## config.mk

```make
export PLATFORM = sky130hd
export DESIGN_NAME = interpo_coef_sequencer
export DESIGN_NICKNAME = d
export VERILOG_FILES = /design/src/rtl/interpo_coef_sequencer.sv
export SDC_FILE = /design/constraint.sdc
export NUM_CORES = 1
export LEC_CHECK = 0
export ABC_AREA = 1
export ABC_CLOCK_PERIOD_IN_PS = 2700
export CAP_MARGIN = 20
export CORE_AREA = 10 10 110 112
export CTS_BUF_LIST = sky130_fd_sc_hd__clkbuf_8
export DETAILED_ROUTE_END_ITERATION = 6
export DIE_AREA = 0 0 120 122
export PLACE_DENSITY = 0.81
export SETUP_SLACK_MARGIN = 0.05
export SYNTH_ARGS = -nofsm -noshare
export SYNTH_HDL_FRONTEND = slang
export SYNTH_SLANG_ARGS = --single-unit
```

## constraint.sdc

```tcl
create_clock -name clk -period 2.7 [get_ports clk]
set_input_delay 0.54 -clock clk [delete_from_list [all_inputs] [get_ports clk]]
set_output_delay 0.54 -clock clk [all_outputs]
set_load 0.02 [all_outputs]
```

## src/rtl/interpo_coef_sequencer.sv

```systemverilog
// Read-only sequencer for the s2 port of the interpolation coefficient RAM.
// Streams a programmed run of coefficients (wrapping modulo depth) over valid/ready.
module interpo_coef_sequencer #(
  parameter int unsigned ADDR_W = 5,
  parameter int unsigned DATA_W = 32
) (
  input  logic              clk,
  input  logic              reset_n,
  input  logic              start,
  input  logic              abort,
  input  logic [ADDR_W-1:0] base_addr,
  input  logic [ADDR_W:0]   tap_count,
  output logic              busy,
  output logic              done,
  output logic [ADDR_W-1:0] ram_address,
  output logic              ram_chipselect,
  output logic              ram_write,
  output logic [3:0]        ram_byteenable,
  input  logic [DATA_W-1:0] ram_readdata,
  output logic [DATA_W-1:0] coef_data,
  output logic [ADDR_W-1:0] coef_index,
  output logic              coef_valid,
  input  logic              coef_ready
);

  localparam logic [ADDR_W:0] DEPTH = {1'b1, {ADDR_W{1'b0}}};

  typedef enum logic [1:0] {S_IDLE, S_RUN, S_DONE} state_t;

  state_t            state, state_nxt;
  logic [ADDR_W-1:0] base;
  logic [ADDR_W:0]   n, issue_cnt, xfer_cnt;
  logic              inflight;
  logic [ADDR_W-1:0] inflight_idx;
  logic [1:0]        fifo_cnt;
  logic [DATA_W-1:0] d1_data;
  logic [ADDR_W-1:0] d1_idx;
  logic              accept, flush, pop, push, issue;
  logic [2:0]        occ;

  assign accept     = (state == S_IDLE) && start && !abort;
  assign flush      = (state != S_IDLE) && abort;
  assign coef_valid = (fifo_cnt != 2'd0);
  assign pop        = coef_valid && coef_ready;
  assign push       = inflight;

  // Occupancy counts the slot freed by a same-cycle pop so a ready sink sees one word per cycle.
  assign occ   = {1'b0, fifo_cnt} - {2'b00, pop} + {2'b00, inflight};
  assign issue = (state == S_RUN) && (issue_cnt < n) && (occ < 3'd2);

  assign busy           = (state != S_IDLE);
  assign done           = (state == S_DONE);
  assign ram_chipselect = issue;
  assign ram_address    = (state == S_RUN) ? base + issue_cnt[ADDR_W-1:0] : '0;
  assign ram_write      = 1'b0;
  assign ram_byteenable = 4'hF;

  always_comb begin
    state_nxt = state;
    case (state)
      S_IDLE: if (accept) state_nxt = (tap_count == '0) ? S_DONE : S_RUN;
      S_RUN: begin
        if (abort)                                state_nxt = S_IDLE;
        else if (pop && (xfer_cnt + 1'b1 == n))   state_nxt = S_DONE;
      end
      S_DONE: state_nxt = S_IDLE;
      default: state_nxt = S_IDLE;
    endcase
  end

  always_ff @(posedge clk or negedge reset_n) begin
    if (!reset_n) begin
      state        <= S_IDLE;
      base         <= '0;
      n            <= '0;
      issue_cnt    <= '0;
      xfer_cnt     <= '0;
      inflight     <= 1'b0;
      inflight_idx <= '0;
    end else begin
      state <= state_nxt;
      if (accept) begin
        base      <= base_addr;
        n         <= (tap_count > DEPTH) ? DEPTH : tap_count;
        issue_cnt <= '0;
        xfer_cnt  <= '0;
      end else begin
        if (issue) issue_cnt <= issue_cnt + 1'b1;
        if (pop)   xfer_cnt  <= xfer_cnt + 1'b1;
      end
      inflight     <= issue && !flush;
      inflight_idx <= issue_cnt[ADDR_W-1:0];
    end
  end

  // Two-entry FIFO: the head register drives coef_data/coef_index directly.
  always_ff @(posedge clk or negedge reset_n) begin
    if (!reset_n) begin
      fifo_cnt   <= '0;
      coef_data  <= '0;
      coef_index <= '0;
      d1_data    <= '0;
      d1_idx     <= '0;
    end else if (flush) begin
      fifo_cnt <= '0;
    end else begin
      case ({push, pop})
        2'b10: begin
          if (fifo_cnt == 2'd0) begin
            coef_data  <= ram_readdata;
            coef_index <= inflight_idx;
          end else begin
            d1_data <= ram_readdata;
            d1_idx  <= inflight_idx;
          end
          fifo_cnt <= fifo_cnt + 2'd1;
        end
        2'b01: begin
          coef_data  <= d1_data;
          coef_index <= d1_idx;
          fifo_cnt   <= fifo_cnt - 2'd1;
        end
        2'b11: begin
          if (fifo_cnt == 2'd2) begin
            coef_data  <= d1_data;
            coef_index <= d1_idx;
            d1_data    <= ram_readdata;
            d1_idx     <= inflight_idx;
          end else begin
            coef_data  <= ram_readdata;
            coef_index <= inflight_idx;
          end
        end
        default: ;
      endcase
    end
  end

endmodule
```

**Run 1: sequential cells colored by netlist name**

Scale: 4 px per um. Other sequential cells in the stronger gray, the rest of the logic in the fainter gray.
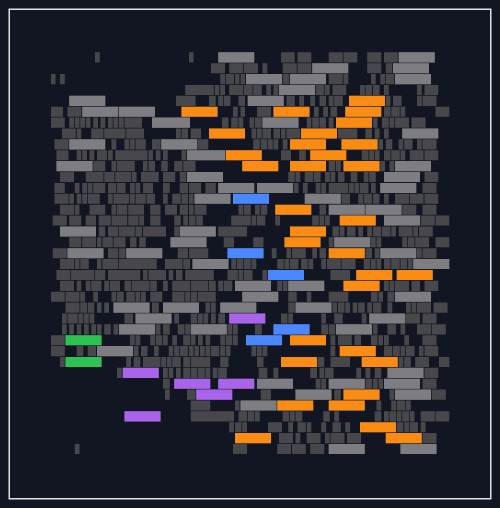
- orange: d1_data (flops 32)
- purple: xfer_cnt (flops 6; where bottom center)
- green: state (flops 2)
- blue: d1_idx (flops 5; where center)
- not colored: 62
Seq area share: 40.71%
Reg area: 0.002680 mm^2
sequential power: 2.70 mW

**Run 1: close-up of the layout**

Region (40, 65) to (80, 105) um. Cells in gray, sequential cells in the stronger gray; small squares are vias.
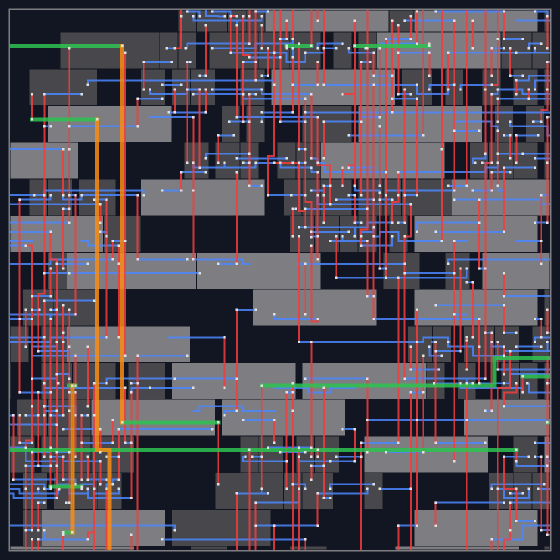
- orange: M4
- green: M3
- blue: M1
- red: M2
- cells with their middle in the window: 121
- sequential cells in the window: 26
- netlist names of flops here include: d1_data (11), coef_data (6), issue_cnt (5)
- most frequent: dfrtp_1 (24), nand2_1 (22), nand3_1 (14)

**Run 1: selected gate families**

Scale: 4 px per um.
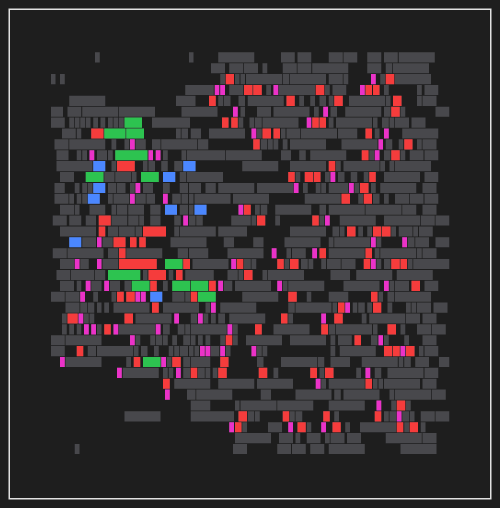
- green: fa/ha/maj cells (cells 13; most used ha_1; where middle left)
- red: aoi and oai cells (cells 104; most used a31oi_1)
- magenta: inv cells (cells 72; most used inv_1)
- blue: xor and xnor cells (cells 9; most used xor2_1)

run 1: final cells by class:
| cell class | count | share of cell area (%) |
|---|---|---|
| Timing Repair Buffer | 122 | 18.02 |
| Multi-Input combinational cell | 399 | 31.59 |
| Sequential cell | 107 | 40.71 |
| Clock buffer | 10 | 2.091 |
| Clock inverter | 6 | 0.8934 |
| Tap cell | 136 | 2.585 |
| Inverter | 72 | 4.106 |
run 1: metrics by stage:
| stage | power [mW] | utilization (%) | TNS, ps |
|---|---|---|---|
| floorplan | 4.967 | - | 0 |
| global placement | 6.288 | 62.69 | -660.0 |
| detailed placement | 6.446 | 62.69 | -702.7 |
| CTS | 7.384 | 64.50 | -56.99 |
| global route | 8.091 | 65.53 | -18.67 |
| finish | 7.494 | 65.53 | 0 |
==> Slide: Implementation Results, run 1 <==
Synthesis and Place & Route Summary

Synth
  • Yosys top cell by instances: nand2_1
  • Adder share: 3.418%
  • Top cells by count: nand2_1, dfrtp_1, inv_1, nor2_1, nand3_1
  • Sequential share of the synthesized area: 51.50%
  • Synth async-reset ratio: 100.0%
  • Top FF cell, synth: dfrtp_1
  • Simple Share, Synth: 21.97%
  • Gate Count Post-Synth: 610
  • Top non-seq family: simple AND/OR/NAND/NOR gates
  • Cell area leaders: dfrtp_1, nand2_1, nand3_1
  • FF+latch count, synth: 107
  • Netlist Area Pre-Place: between 0.005 and 0.006 mm^2

Final timing
  • Worst hold slack: about 210 ps
  • Post-route minimum period: 2666 ps
  • Setup Viol. Count Final: 0
  • Final worst setup slack: 33.72 ps

Route
  • Routed wl met3: around 1100 um
  • Mean routed wirelength per cell: 14.67 um
  • Uppermost layer routed: met4

Critical path
  • Crit-path max FO: 2
  • Max stage delay on crit path: 420 ps
  • CP max stage cell: dfrtp_1
  • Register-to-Register Path Depth: 12
  • CP Cell Sequence: inv_2 -> nand2_4 -> nand2_4 -> nor2_4 -> buf_6 -> fa_2 -> xor2_1 -> nor2_4 -> nand2_2 -> inv_2 -> buf_6

Placement
  • Dpl cell area: 0.006297 mm^2
  • Pre-CTS setup slack: -702.7 ps

Cells and area
  • Share of cells above drive strength 1: between 10% and 20%
  • Commonest Layout Cell: nand2_1
  • Most instantiated logic cells after routing: nand2_1, dfrtp_1, clkdlybuf4s50_1

Outcome
  • Status: complete, no violations

Clock tree
  • Post-CTS Setup Bufs: 0
  • CTS Buffer Depth: 2

Die
  • Die H: 122 um
  • Core Area: 0.01005 mm^2

Power
  • Max power group: combinational logic

Global routing
  • GRT overflow: 0
==> run 2, diff against run 1 <==
--- a/config.mk
+++ b/config.mk
@@ -8,12 +8,12 @@
 export ABC_AREA = 1
 export ABC_CLOCK_PERIOD_IN_PS = 2700
 export CAP_MARGIN = 20
-export CORE_AREA = 10 10 110 112
+export CORE_AREA = 10 10 143 145
 export CTS_BUF_LIST = sky130_fd_sc_hd__clkbuf_8
 export DETAILED_ROUTE_END_ITERATION = 6
-export DIE_AREA = 0 0 120 122
-export PLACE_DENSITY = 0.81
+export DIE_AREA = 0 0 153 155
 export SETUP_SLACK_MARGIN = 0.05
 export SYNTH_ARGS = -nofsm -noshare
 export SYNTH_HDL_FRONTEND = slang
 export SYNTH_SLANG_ARGS = --single-unit
+export TNS_END_PERCENT = 50
**Run 2: close-up of the layout**

Region (56, 88) to (96, 128) um. Cells in gray, sequential cells in the stronger gray; small squares are vias.
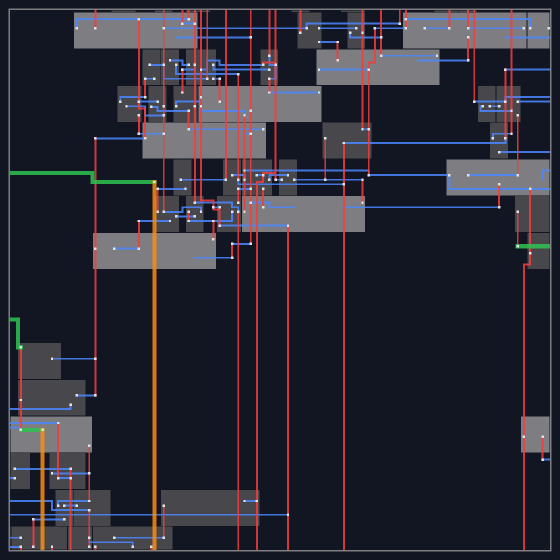
- red: M2
- orange: M4
- green: M3
- blue: M1
- netlist names of flops here include: d1_data (6), coef_data (2)
- sequential cells in the window: 9
- cells with their middle in the window: 40
- most frequent: dfrtp_1 (9), nand2_1 (6)

==> Slide: Implementation Results, run 2 <==
Synthesis and Place & Route Summary

Synth
  • Netlist Area Pre-Place: 0.005199 mm^2
  • FF+latch count, synth: approximately 110
  • Synth async-reset ratio: 100.0%
  • Simple Share, Synth: 21.97%
  • Yosys top cell by instances: nand2_1
  • Gate Count Post-Synth: just over 600
  • Top non-seq family: simple AND/OR/NAND/NOR gates
  • Top FF cell, synth: dfrtp_1
  • Adder share: 3.418%
  • Top cells by count: nand2_1, dfrtp_1, inv_1, nor2_1, nand3_1

Die
  • Core Area: between 0.015 and 0.02 mm^2
  • Well Taps: 229
  • Die H: 155 um

Critical path
  • Max stage delay on crit path: 540 ps
  • Crit-path max FO: 3
  • CP Cell Sequence: dlygate4sd2_1 -> buf_4 -> nor2_2 -> a21oi_1 -> fa_2 -> inv_2 -> nor2_4 -> nand2_2 -> inv_2 -> buf_6
  • CP max stage cell: fa_2
  • FF-to-FF End: issue_cnt[3]

Cells and area
  • Seq area share: 40.09%
  • Non-CTS inverters: 72
  • NonClk Buf Share: 17.77%
  • Fraction of area in multi-input gates: a little under a third
  • Clkbuf count: 9
  • Flop count: 107
  • Reg area: 0.002679 mm^2
  • Most instantiated logic cells after routing: nand2_1, dfrtp_1, clkdlybuf4s50_1
  • Leading cell kind: registers
  • Bufs w/o clock: 122

Placement
  • Dpl cell area: 0.006446 mm^2

Route
  • Mean routed wirelength per cell: approximately 14 um
  • Uppermost layer routed: met4

Global routing
  • GRT overflow: 0

Clock tree
  • CTS Buffer Depth: 2

Final timing
  • Post-route minimum period: 2626 ps
  • Worst hold slack: roughly 200 ps

Outcome
  • Status: complete, no violations
**Run 2: signal wires on met2**

Scale: 2 px per um.
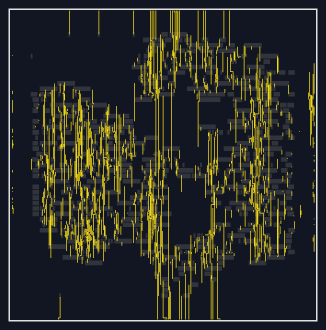
- main direction: vertical
- share of all routed wire: 44%
- wire length on this layer: 5,690 um
- nets with wire on the layer: 568
- longest straight run: 51.3 um
DR vias: 4,188
M2 GR Usage: 16.97%
Routed WL: 12,850 um

## run 2: cell counts after synthesis
No cell type changed its count.
## run 2: per-stage QoR
stage / setup TNS [ps] / std cells / utilization, % / setup slack, ps
after global placement: -701.4 / 926 / 36.51 / -701.4
after CTS: 0 / 942 / 37.60 / 13.58
after global routing: -66.06 / 945 / 37.84 / -61.03
after floorplan: 0 / 613 / - / 72.68
final: 0 / 945 / 37.84 / 74.14
after detailed placement: -724.4 / 926 / 36.51 / -724.4
## run 2: cell families after synthesis
family                   Yosys count
AND/OR/NAND/NOR                  268
buffers and inverters            107
flip-flops                       107
AND-OR/OR-AND                    104
adder cells (fa/ha/maj)           13
XOR/XNOR                           9
other                              2
## run 2: where the power goes
part	internal (mW)	switching, mW
clock	0.430	0.582
sequential	2.29	0.406
combinational	1.61	2.14
total	4.33	3.13
==> run 3, diff against run 2 <==
--- a/config.mk
+++ b/config.mk
@@ -10,6 +10,7 @@
 export CAP_MARGIN = 20
 export CORE_AREA = 10 10 143 145
 export CTS_BUF_LIST = sky130_fd_sc_hd__clkbuf_8
+export CTS_CLUSTER_SIZE = 28
 export DETAILED_ROUTE_END_ITERATION = 6
 export DIE_AREA = 0 0 153 155
 export SETUP_SLACK_MARGIN = 0.05
**Run 3: signal wires on met2**

Scale: 2 px per um.
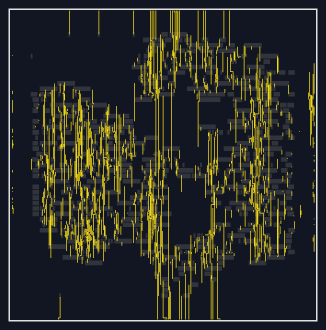
- longest straight run: 51.3 um
- main direction: vertical
- wire length on this layer: 5,690 um
- nets with wire on the layer: 568
- share of all routed wire: 44%

==> Slide: Implementation Results, run 3 <==
Synthesis and Place & Route Summary

Outcome
  • Status: complete, no violations

Cells and area
  • Fraction of area in multi-input gates: 30.90%
  • Bufs w/o clock: 122
  • Leading cell kind: registers
  • Non-CTS inverters: between 70 and 80
  • Clkbuf count: 9
  • Final non-filler cell total: approximately 950
  • Seq area share: 40.09%
  • Reg area: between 0.002 and 0.003 mm^2
  • Most instantiated logic cells after routing: nand2_1, dfrtp_1, clkdlybuf4s50_1
  • Share of cells above drive strength 1: 9.916%
  • Flop count: between 100 and 150
  • NonClk Buf Share: 17.77%
  • Multi-input gate count: 399

Final timing
  • Post-route minimum period: 2626 ps
  • Worst hold slack: 195.1 ps

Die
  • Well Taps: 229
  • Die H: 155 um

Power
  • Clock network power: 1.01 mW
  • Sw Share: 41.94%
  • Max power group: combinational logic
  • P_comb: 3.75 mW
  • Gate power share: 50.3%
  • Sequential share of power: approximately 36%
  • NetSw: 3.128 mW
  • Clk pwr share: 13.6%
  • Sequential power: ~2.7 mW

Synth
  • Synth async-reset ratio: 100.0%
  • Top FF cell, synth: dfrtp_1
  • Sequential share of the synthesized area: 51.50%
  • Gate Count Post-Synth: 610
  • FF+latch count, synth: approximately 110
  • Netlist Area Pre-Place: between 0.005 and 0.006 mm^2
  • Yosys top cell by instances: nand2_1

Critical path
  • CP Cell Sequence: dlygate4sd2_1 -> buf_4 -> nor2_2 -> a21oi_1 -> fa_2 -> inv_2 -> nor2_4 -> nand2_2 -> inv_2 -> buf_6
  • Register-to-Register Path Depth: 12
  • Crit-path max FO: 3
  • FF-to-FF End: issue_cnt[3]
  • CP max stage cell: fa_2
  • Max stage delay on crit path: 540 ps

Placement
  • Dpl cells: 926
  • Pre-CTS setup slack: -724.4 ps

Route
  • Routed WL: 12,850 um
  • Uppermost layer routed: met4
  • Mean routed wirelength per cell: about 14 um

Global routing
  • GRT overflow: 0
  • M2 GR Usage: around 17%
**Run 3: close-up of the layout**

Region (56, 88) to (96, 128) um. Cells in gray, sequential cells in the stronger gray; small squares are vias.
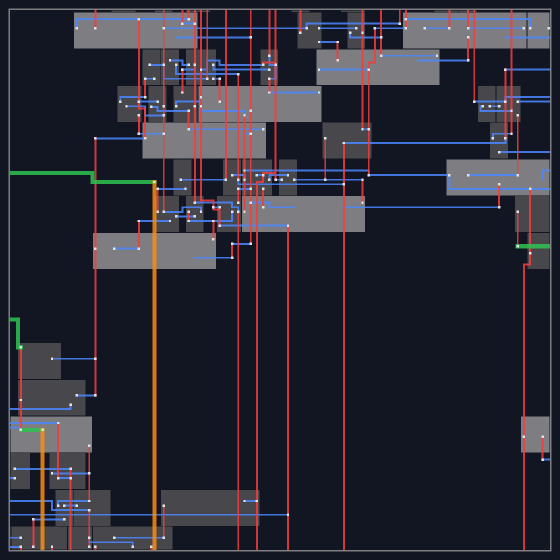
- red: M2
- green: M3
- blue: M1
- orange: M4
- most frequent: dfrtp_1 (9), nand2_1 (6)
- sequential cells in the window: 9
- netlist names of flops here include: d1_data (6), coef_data (2)
- cells with their middle in the window: 40

==> run 3: cell counts after synthesis <==
Identical to the previous run, type by type.
==> run 3: timing repair <==
| item | 4_1_cts | 5_1_grt |
|---|---|---|
| endpoints found under the setup margin | 5 | 4 |
| pin swaps | 0 | 3 |
| setup buffers | 0 | 3 |
| resized | 19 | 12 |
==> run 3: cell families (layout without fill, tap and decap cells) <==
| kind of cell | Yosys count | count (layout) | share of synthesized area (%) |
|---|---|---|---|
| compound gates | 104 | 104 | 11.58 |
| xor+xnor | 9 | 9 | 1.516 |
| fa+ha+maj | 13 | 13 | 3.418 |
| buf+inv | 107 | 210 | 9.867 |
| flops | 107 | 107 | 51.50 |
| other cells | 2 | 5 | 0.1445 |
| simple gates | 268 | 268 | 21.97 |
No activity file was given, so power comes from the tool's default toggle rates.
